==> config.mk <==
export PLATFORM = sky130hd
export DESIGN_NAME = sync_fifo_ctrl
export DESIGN_NICKNAME = d
export VERILOG_FILES = /design/src/rtl/fifo_pkg.sv /design/src/rtl/fifo_ptr.sv /design/src/rtl/sync_fifo_ctrl.sv
export SDC_FILE = /design/constraint.sdc
export NUM_CORES = 1
export LEC_CHECK = 0
export ABC_AREA = 1
export CORE_AREA = 2 2 74 76
export CTS_CLUSTER_SIZE = 12
export DETAILED_ROUTE_END_ITERATION = 16
export DIE_AREA = 0 0 76 78
export PLACE_DENSITY = 0.69
export SLEW_MARGIN = 0
export SYNTH_ARGS = -nofsm -noshare
export SYNTH_HDL_FRONTEND = slang
export SYNTH_SLANG_ARGS = --single-unit
==> constraint.sdc <==
create_clock -name CLK -period 2.4 [get_ports CLK]
set_input_delay 0.24 -clock CLK [delete_from_list [all_inputs] [get_ports CLK]]
set_output_delay 0.24 -clock CLK [all_outputs]
set_load 0.02 [all_outputs]
==> src/rtl/fifo_pkg.sv <==
// Shared definitions for the single-clock FIFO controller: depth helper,
// parameter legality checks and the registered status-flag bundle.
package fifo_pkg;

  localparam int C_MIN_DEPTH_BITS = 2;
  localparam int C_MAX_DEPTH_BITS = 16;

  // Status flags kept together so they are always registered as one unit.
  typedef struct packed {
    logic full;
    logic empty;
    logic afull;
    logic aempty;
  } fifo_flags_t;

  // Number of RAM entries addressed by depth_bits address lines.
  function automatic int fifo_depth(input int depth_bits);
    return 1 << depth_bits;
  endfunction

  function automatic bit depth_bits_legal(input int depth_bits);
    return (depth_bits >= C_MIN_DEPTH_BITS) && (depth_bits <= C_MAX_DEPTH_BITS);
  endfunction

  function automatic bit afull_thresh_legal(input int depth_bits, input int thresh);
    return (thresh >= 1) && (thresh <= fifo_depth(depth_bits) - 1);
  endfunction

  function automatic bit aempty_thresh_legal(input int depth_bits, input int thresh);
    return (thresh >= 0) && (thresh <= fifo_depth(depth_bits) - 2);
  endfunction

endpackage

==> src/rtl/fifo_ptr.sv <==
// Binary FIFO pointer with a wrap bit: counts modulo 2**C_PTR_W so that the
// extra MSB distinguishes a full FIFO from an empty one.
module fifo_ptr
  import fifo_pkg::*;
#(
  parameter int C_PTR_W = 11
) (
  input  logic               CLK,
  input  logic               RST,
  input  logic               EN,
  output logic [C_PTR_W-1:0] PTR
);

  // Advance by one on each accepted access; natural overflow gives the wrap.
  always_ff @(posedge CLK) begin
    if (RST) begin
      PTR <= '0;
    end else if (EN) begin
      PTR <= PTR + 1'b1;
    end
  end

endmodule

==> src/rtl/sync_fifo_ctrl.sv <==
// Single-clock FIFO controller for an external simple-dual-port RAM with a
// one-cycle registered read. Generates RAM addresses/enables, occupancy,
// full/empty/almost flags, read-data valid and sticky error flags.
module sync_fifo_ctrl
  import fifo_pkg::*;
#(
  parameter int C_DEPTH_BITS    = 10,
  parameter int C_AFULL_THRESH  = fifo_depth(C_DEPTH_BITS) - 4,
  parameter int C_AEMPTY_THRESH = 4
) (
  input  logic                    CLK,
  input  logic                    RST,
  input  logic                    WR_EN,
  input  logic                    RD_EN,
  input  logic                    ERR_CLR,
  output logic                    RAM_WE,
  output logic [C_DEPTH_BITS-1:0] RAM_WADDR,
  output logic                    RAM_RE,
  output logic [C_DEPTH_BITS-1:0] RAM_RADDR,
  output logic                    RD_VALID,
  output logic                    FULL,
  output logic                    EMPTY,
  output logic                    AFULL,
  output logic                    AEMPTY,
  output logic [C_DEPTH_BITS:0]   COUNT,
  output logic                    OVERFLOW,
  output logic                    UNDERFLOW
);

  localparam int CW = C_DEPTH_BITS + 1;
  localparam int D  = fifo_depth(C_DEPTH_BITS);

  localparam logic [CW-1:0] DEPTH_C  = CW'(D);
  localparam logic [CW-1:0] AFULL_C  = CW'(C_AFULL_THRESH);
  localparam logic [CW-1:0] AEMPTY_C = CW'(C_AEMPTY_THRESH);

  // Reject illegal configurations while elaborating, before any logic exists.
  if (!depth_bits_legal(C_DEPTH_BITS)) begin : g_bad_depth
    $error("sync_fifo_ctrl: C_DEPTH_BITS=%0d outside 2..16", C_DEPTH_BITS);
  end
  if (!afull_thresh_legal(C_DEPTH_BITS, C_AFULL_THRESH)) begin : g_bad_afull
    $error("sync_fifo_ctrl: C_AFULL_THRESH=%0d outside 1..D-1", C_AFULL_THRESH);
  end
  if (!aempty_thresh_legal(C_DEPTH_BITS, C_AEMPTY_THRESH)) begin : g_bad_aempty
    $error("sync_fifo_ctrl: C_AEMPTY_THRESH=%0d outside 0..D-2", C_AEMPTY_THRESH);
  end

  logic [CW-1:0] wr_ptr;
  logic [CW-1:0] rd_ptr;
  logic [CW-1:0] count_q;
  logic [CW-1:0] count_nx;
  fifo_flags_t   flags_q;
  fifo_flags_t   flags_nx;
  logic          wf;
  logic          rf;
  logic          vld_p1;
  logic          ovf_q;
  logic          udf_q;

  // Accepts are qualified only by registered flags, so the sole combinational
  // path from the requests is to the RAM enables. Reset blocks both.
  assign wf = WR_EN & ~flags_q.full  & ~RST;
  assign rf = RD_EN & ~flags_q.empty & ~RST;

  assign RAM_WE    = wf;
  assign RAM_RE    = rf;
  assign RAM_WADDR = wr_ptr[C_DEPTH_BITS-1:0];
  assign RAM_RADDR = rd_ptr[C_DEPTH_BITS-1:0];

  fifo_ptr #(.C_PTR_W(CW)) u_wr_ptr (
    .CLK (CLK),
    .RST (RST),
    .EN  (wf),
    .PTR (wr_ptr)
  );

  fifo_ptr #(.C_PTR_W(CW)) u_rd_ptr (
    .CLK (CLK),
    .RST (RST),
    .EN  (rf),
    .PTR (rd_ptr)
  );

  // Next occupancy: a simultaneous write and read leaves the count unchanged.
  always_comb begin
    count_nx = count_q;
    case ({wf, rf})
      2'b10:   count_nx = count_q + 1'b1;
      2'b01:   count_nx = count_q - 1'b1;
      default: count_nx = count_q;
    endcase
  end

  // Flags derived from the next count so they line up with the updated COUNT.
  always_comb begin
    flags_nx        = '0;
    flags_nx.full   = (count_nx == DEPTH_C);
    flags_nx.empty  = (count_nx == '0);
    flags_nx.afull  = (count_nx >= AFULL_C);
    flags_nx.aempty = (count_nx <= AEMPTY_C);
  end

  // Occupancy and status register; reset shows an empty FIFO.
  always_ff @(posedge CLK) begin
    if (RST) begin
      count_q        <= '0;
      flags_q.full   <= 1'b0;
      flags_q.empty  <= 1'b1;
      flags_q.afull  <= 1'b0;
      flags_q.aempty <= 1'b1;
    end else begin
      count_q <= count_nx;
      flags_q <= flags_nx;
    end
  end

  // RAM read data lands one cycle after an accepted read; reset kills it.
  always_ff @(posedge CLK) begin
    if (RST) begin
      vld_p1 <= 1'b0;
    end else begin
      vld_p1 <= rf;
    end
  end

  // Sticky error capture; a new violation outranks a clear in the same cycle.
  always_ff @(posedge CLK) begin
    if (RST) begin
      ovf_q <= 1'b0;
      udf_q <= 1'b0;
    end else begin
      if (WR_EN & flags_q.full) begin
        ovf_q <= 1'b1;
      end else if (ERR_CLR) begin
        ovf_q <= 1'b0;
      end
      if (RD_EN & flags_q.empty) begin
        udf_q <= 1'b1;
      end else if (ERR_CLR) begin
        udf_q <= 1'b0;
      end
    end
  end

  assign COUNT     = count_q;
  assign FULL      = flags_q.full;
  assign EMPTY     = flags_q.empty;
  assign AFULL     = flags_q.afull;
  assign AEMPTY    = flags_q.aempty;
  assign RD_VALID  = vld_p1;
  assign OVERFLOW  = ovf_q;
  assign UNDERFLOW = udf_q;

  // Occupancy must always equal the pointer distance and never exceed depth.
  a_count_matches_ptrs: assert property (@(posedge CLK) disable iff (RST)
    count_q == CW'(wr_ptr - rd_ptr));
  a_count_in_range: assert property (@(posedge CLK) disable iff (RST)
    count_q <= DEPTH_C);

endmodule

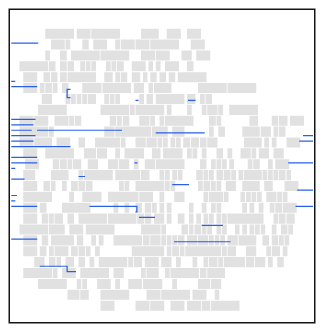
**Above:** run 1 (met3 routing).
(4 px per um)
share of all routed wire: 3.6%
main direction: horizontal

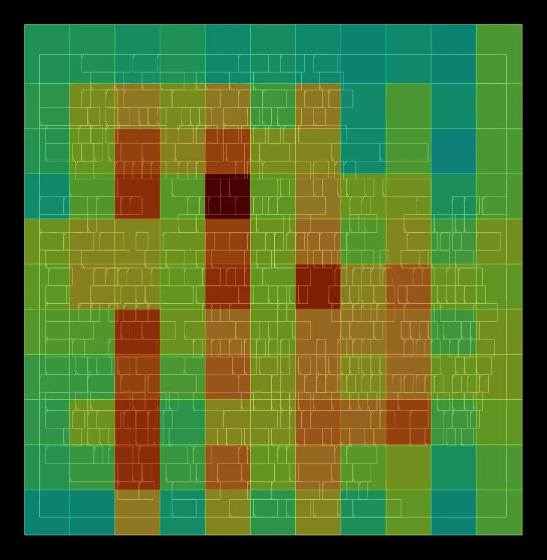
**Above:** run 1 (track usage over the die).
met2 Usage GRT: 33.7%
GRT busiest layer: met2
final core utilization: 61.1%
met1 Use GR: 22.1%

==> qor.txt, run 1 <==
status - completed
GRT Total Usage - 18.7%
Sw Share - 29.6%
Post-layout nets - 417
Ant. Diodes - 0
Max-cap violations - 0
P&R area growth vs syn - 38.9%
Adder Share, Synth - 7.67%
yosys simple share - 37.0%
initial antenna violation count - 0
Multiplexer share - 0.451%
highest cell delay on the worst timing path - 390 ps
met1 wire length - 2.55 mm
sequential share of power - 44.9%
Congestion Overflow GR - 0
max FFs per register - 11
Insertion Delay late pin - 280 ps
root buf cell - clkbuf_8
Non-CTS inverters - 52
first-iteration detailed-routing DRC count - 90
OpenROAD warnings - 26
Avg Vias per Cell - 4.75
Power Density - 500 nW/um^2
share of cells above drive strength 1 - 16.8%
fillers - 465
reg2reg end - FULL
yosys cell count - 325
Net Count, Synth - 343
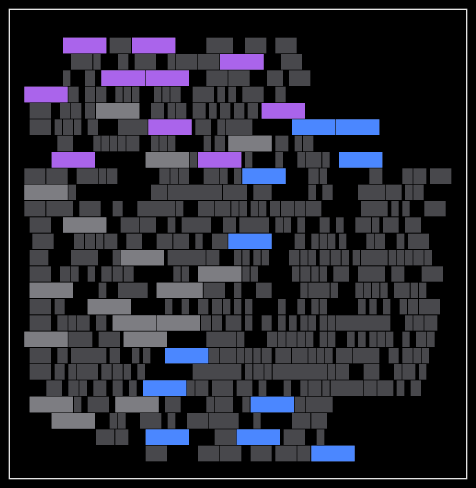
**Above:** run 1 (sequential cells coloured by netlist name).
(6 px per um)
[blue] COUNT | sequential cells: 11
[purple] u_wr_ptr.PTR | sequential cells: 10
fraction of area in registers: 24.7%
Flop area: 762 um^2
sequential power: 0.692 mW

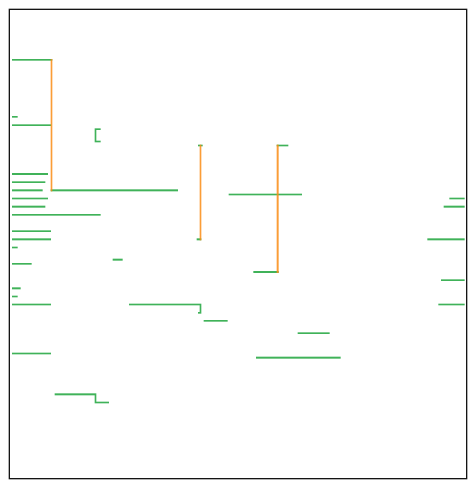
**Above:** run 1 (signal wires by layer).
(6 px per um) Two of the layers only.
[orange] M4 | wire length: 58.5 um
[green] M3 | wire length: 194 um

run 1: worst min-delay path by stage:
stage | startpoint | to | depth (start not counted)
final | RD_EN | UNDERFLOW | 3
after global placement | u_wr_ptr.PTR[9] | u_wr_ptr.PTR[9] | 2
after CTS | u_wr_ptr.PTR[9] | u_wr_ptr.PTR[9] | 2
after floorplan | ERR_CLR | OVERFLOW | 1
after detailed placement | u_wr_ptr.PTR[9] | u_wr_ptr.PTR[9] | 2
after global routing | RD_EN | UNDERFLOW | 3
run 1: cell usage after synthesis:
library cell	count	share of area, %
a21oi_1	20	4.5
a2bb2oi_1	1	0.39
and2_1	2	0.56
buf_4	2	0.68
buf_6	1	0.51
clkbuf_1	3	0.51
clkinv_2	1	0.23
clkinv_4	1	0.39
dfxtp_1	38	34
fa_1	1	0.90
ha_1	12	6.8
inv_1	49	8.3
inv_2	1	0.17
mux2i_1	1	0.45
nand2_1	84	14
nand2_2	2	0.56
nand3_1	31	7.0
nand3_2	2	0.90
nand3_4	2	1.6
nand4_1	5	1.4
nor2_1	31	5.2
nor2_2	4	1.1
nor2_4	1	0.51
nor3_1	6	1.4
nor3_2	2	0.90
nor3_4	1	0.73
nor3b_1	1	0.34
o21a_1	2	0.68
o21ai_0	11	2.5
o21ai_1	1	0.23
o21bai_1	1	0.34
or2_2	2	0.56
xnor2_1	3	1.2
run 1: per-stage QoR:
step                      hold slack (ps)  instance area (um^2)  power (mW)  setup TNS (ps)  worst slack, ps
after global routing                  321                  3080        1.63           -17.7            -15.4
after floorplan                       351                  2220       0.931               0             76.7
after detailed placement              461                  2900        1.10           -3130             -425
after CTS                             471                  3010        1.54               0             68.5
after global placement                452                  2900        1.10           -2790             -425
final                                 317                  3080        1.54               0              126
## Run 2: what changed since run 1
--- a/config.mk
+++ b/config.mk
@@ -11,7 +11,8 @@
 export DETAILED_ROUTE_END_ITERATION = 16
 export DIE_AREA = 0 0 76 78
 export PLACE_DENSITY = 0.69
-export SLEW_MARGIN = 0
+export SLEW_MARGIN = 20
 export SYNTH_ARGS = -nofsm -noshare
 export SYNTH_HDL_FRONTEND = slang
 export SYNTH_SLANG_ARGS = --single-unit
+export TNS_END_PERCENT = 1
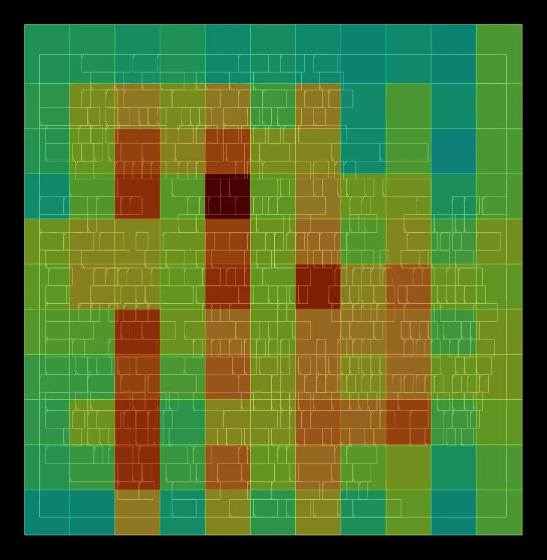
**Above:** run 2 (track usage over the die).
GRT Total Usage: 18.7%
GRT met3 Usage: 3.95%
wire length per cell: 11.6 um

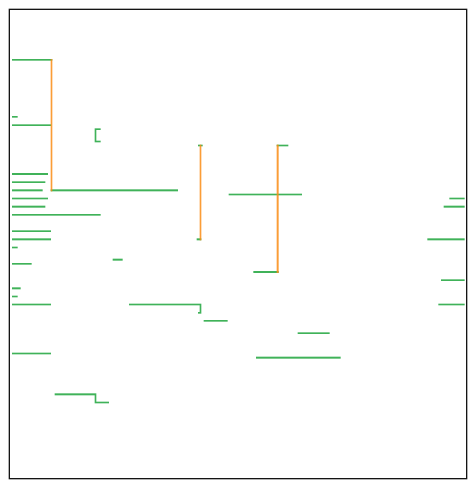
**Above:** run 2 (signal wires by layer).
(6 px per um) Two of the layers only.
[green] M3 | wire length: 194 um
[orange] M4 | wire length: 58.5 um

==> run 2 against run 1 <==
Compared with the run above: core utilization did not move; design area did not move; maximum frequency did not move; synthesized cell count did not move; sequential cell count did not move; critical path type unchanged; highest routed layer unchanged.
==> qor.txt, run 2 <==
flip-flops with a built-in enable - 0 (unchanged)
highest cell delay on the worst timing path - 390 ps (about the same)
Design Area, Final - 3080 um^2 (unchanged)
Flop area - 762 um^2 (unchanged)
status - completed
Tot Pwr - 1.54 mW (unchanged)
root buf cell - clkbuf_8
Ant. Diodes - 0 (unchanged)
Primary FF master, synth - dfxtp_1
Placement Cell Area - 2900 um^2 (unchanged)
P&R area growth vs syn - 38.9% (unchanged)
yosys cell count - 325 (unchanged)
Insertion Delay late pin - 280 ps (about the same)
first-iteration detailed-routing DRC count - 90 (unchanged)
top cells by area, synth - dfxtp_1, nand2_1, inv_1
hold_ws - 317 ps (unchanged)
Net Count, Synth - 343 (unchanged)
final core utilization - 61.1% (unchanged)
Async S/R FF share, synth - 0% (unchanged)
fillers - 465 (unchanged)
Max-cap violations - 0 (unchanged)
Congestion Overflow GR - 0 (unchanged)
Power Density - 500 nW/um^2 (unchanged)
==> run 2: cell counts after synthesis <==
No cell type changed its count.
==> run 2: layout make-up <==
cell class                 instances  area share [%]
inverter                          52            6.54
sequential                        38            24.7
clock buffer                       6            2.68
multi-input combinational        229            41.6
tap                               70            2.84
timing repair buffer              73            21.6
==> run 2: power by group <==
part           internal, mW  switching, mW  total (mW)  leakage (nW)
Clock                 0.221          0.204       0.426        0.0431
Sequential            0.661         0.0302       0.692         0.309
Combinational         0.202          0.222       0.424          1.04
==> run 2: logic make-up after synthesis <==
family	after synthesis	share of synthesized area [%]
adders and majority gates	13	7.67
buffers and inverters	58	10.8
xor gates and xnor gates	3	1.18
DFF	38	34.3
AOI/OAI and AO/OA	36	8.63
and+or+nand+nor	176	37.0
muxes	1	0.451
==> run 2: stage by stage <==
step / std cells / setup TNS [ps]
2_1_floorplan: 325 / 0
3_3_place_gp: 458 / -2790
3_5_place_dp: 458 / -3130
4_1_cts: 464 / 0
5_1_grt: 468 / -17.7
6_report: 468 / 0
==> run 2: path summary, 6_finish.rpt <==
kind | startpoint | endpoint | slack [ps] | cells past startpoint
worst min-delay path | RD_EN | UNDERFLOW | 320 | 3
worst max-delay path | FULL | FULL | 130 | 15
worst min register to register | u_wr_ptr.PTR[9] | u_wr_ptr.PTR[9] | 470 | 2
worst max register to register | FULL | FULL | 130 | 15
==> run 2: tightest hold or removal path: cells and delay by family <==
kind                   cells  cell delay, ps
AOI/OAI and AO/OA          1              80
buffers and inverters      1             150
and+or+nand+nor            1              90
==> run 2: routing by layer <==
metal	track usage, %	vias up	share of wire [%]
met5	0	-	0
met4	6.18	0	1.1
met3	3.95	6	3.5
met2	33.7	44	48
met1	22.1	992	47
li1	-	1179	-
No activity file was given, so power comes from the tool's default toggle rates.
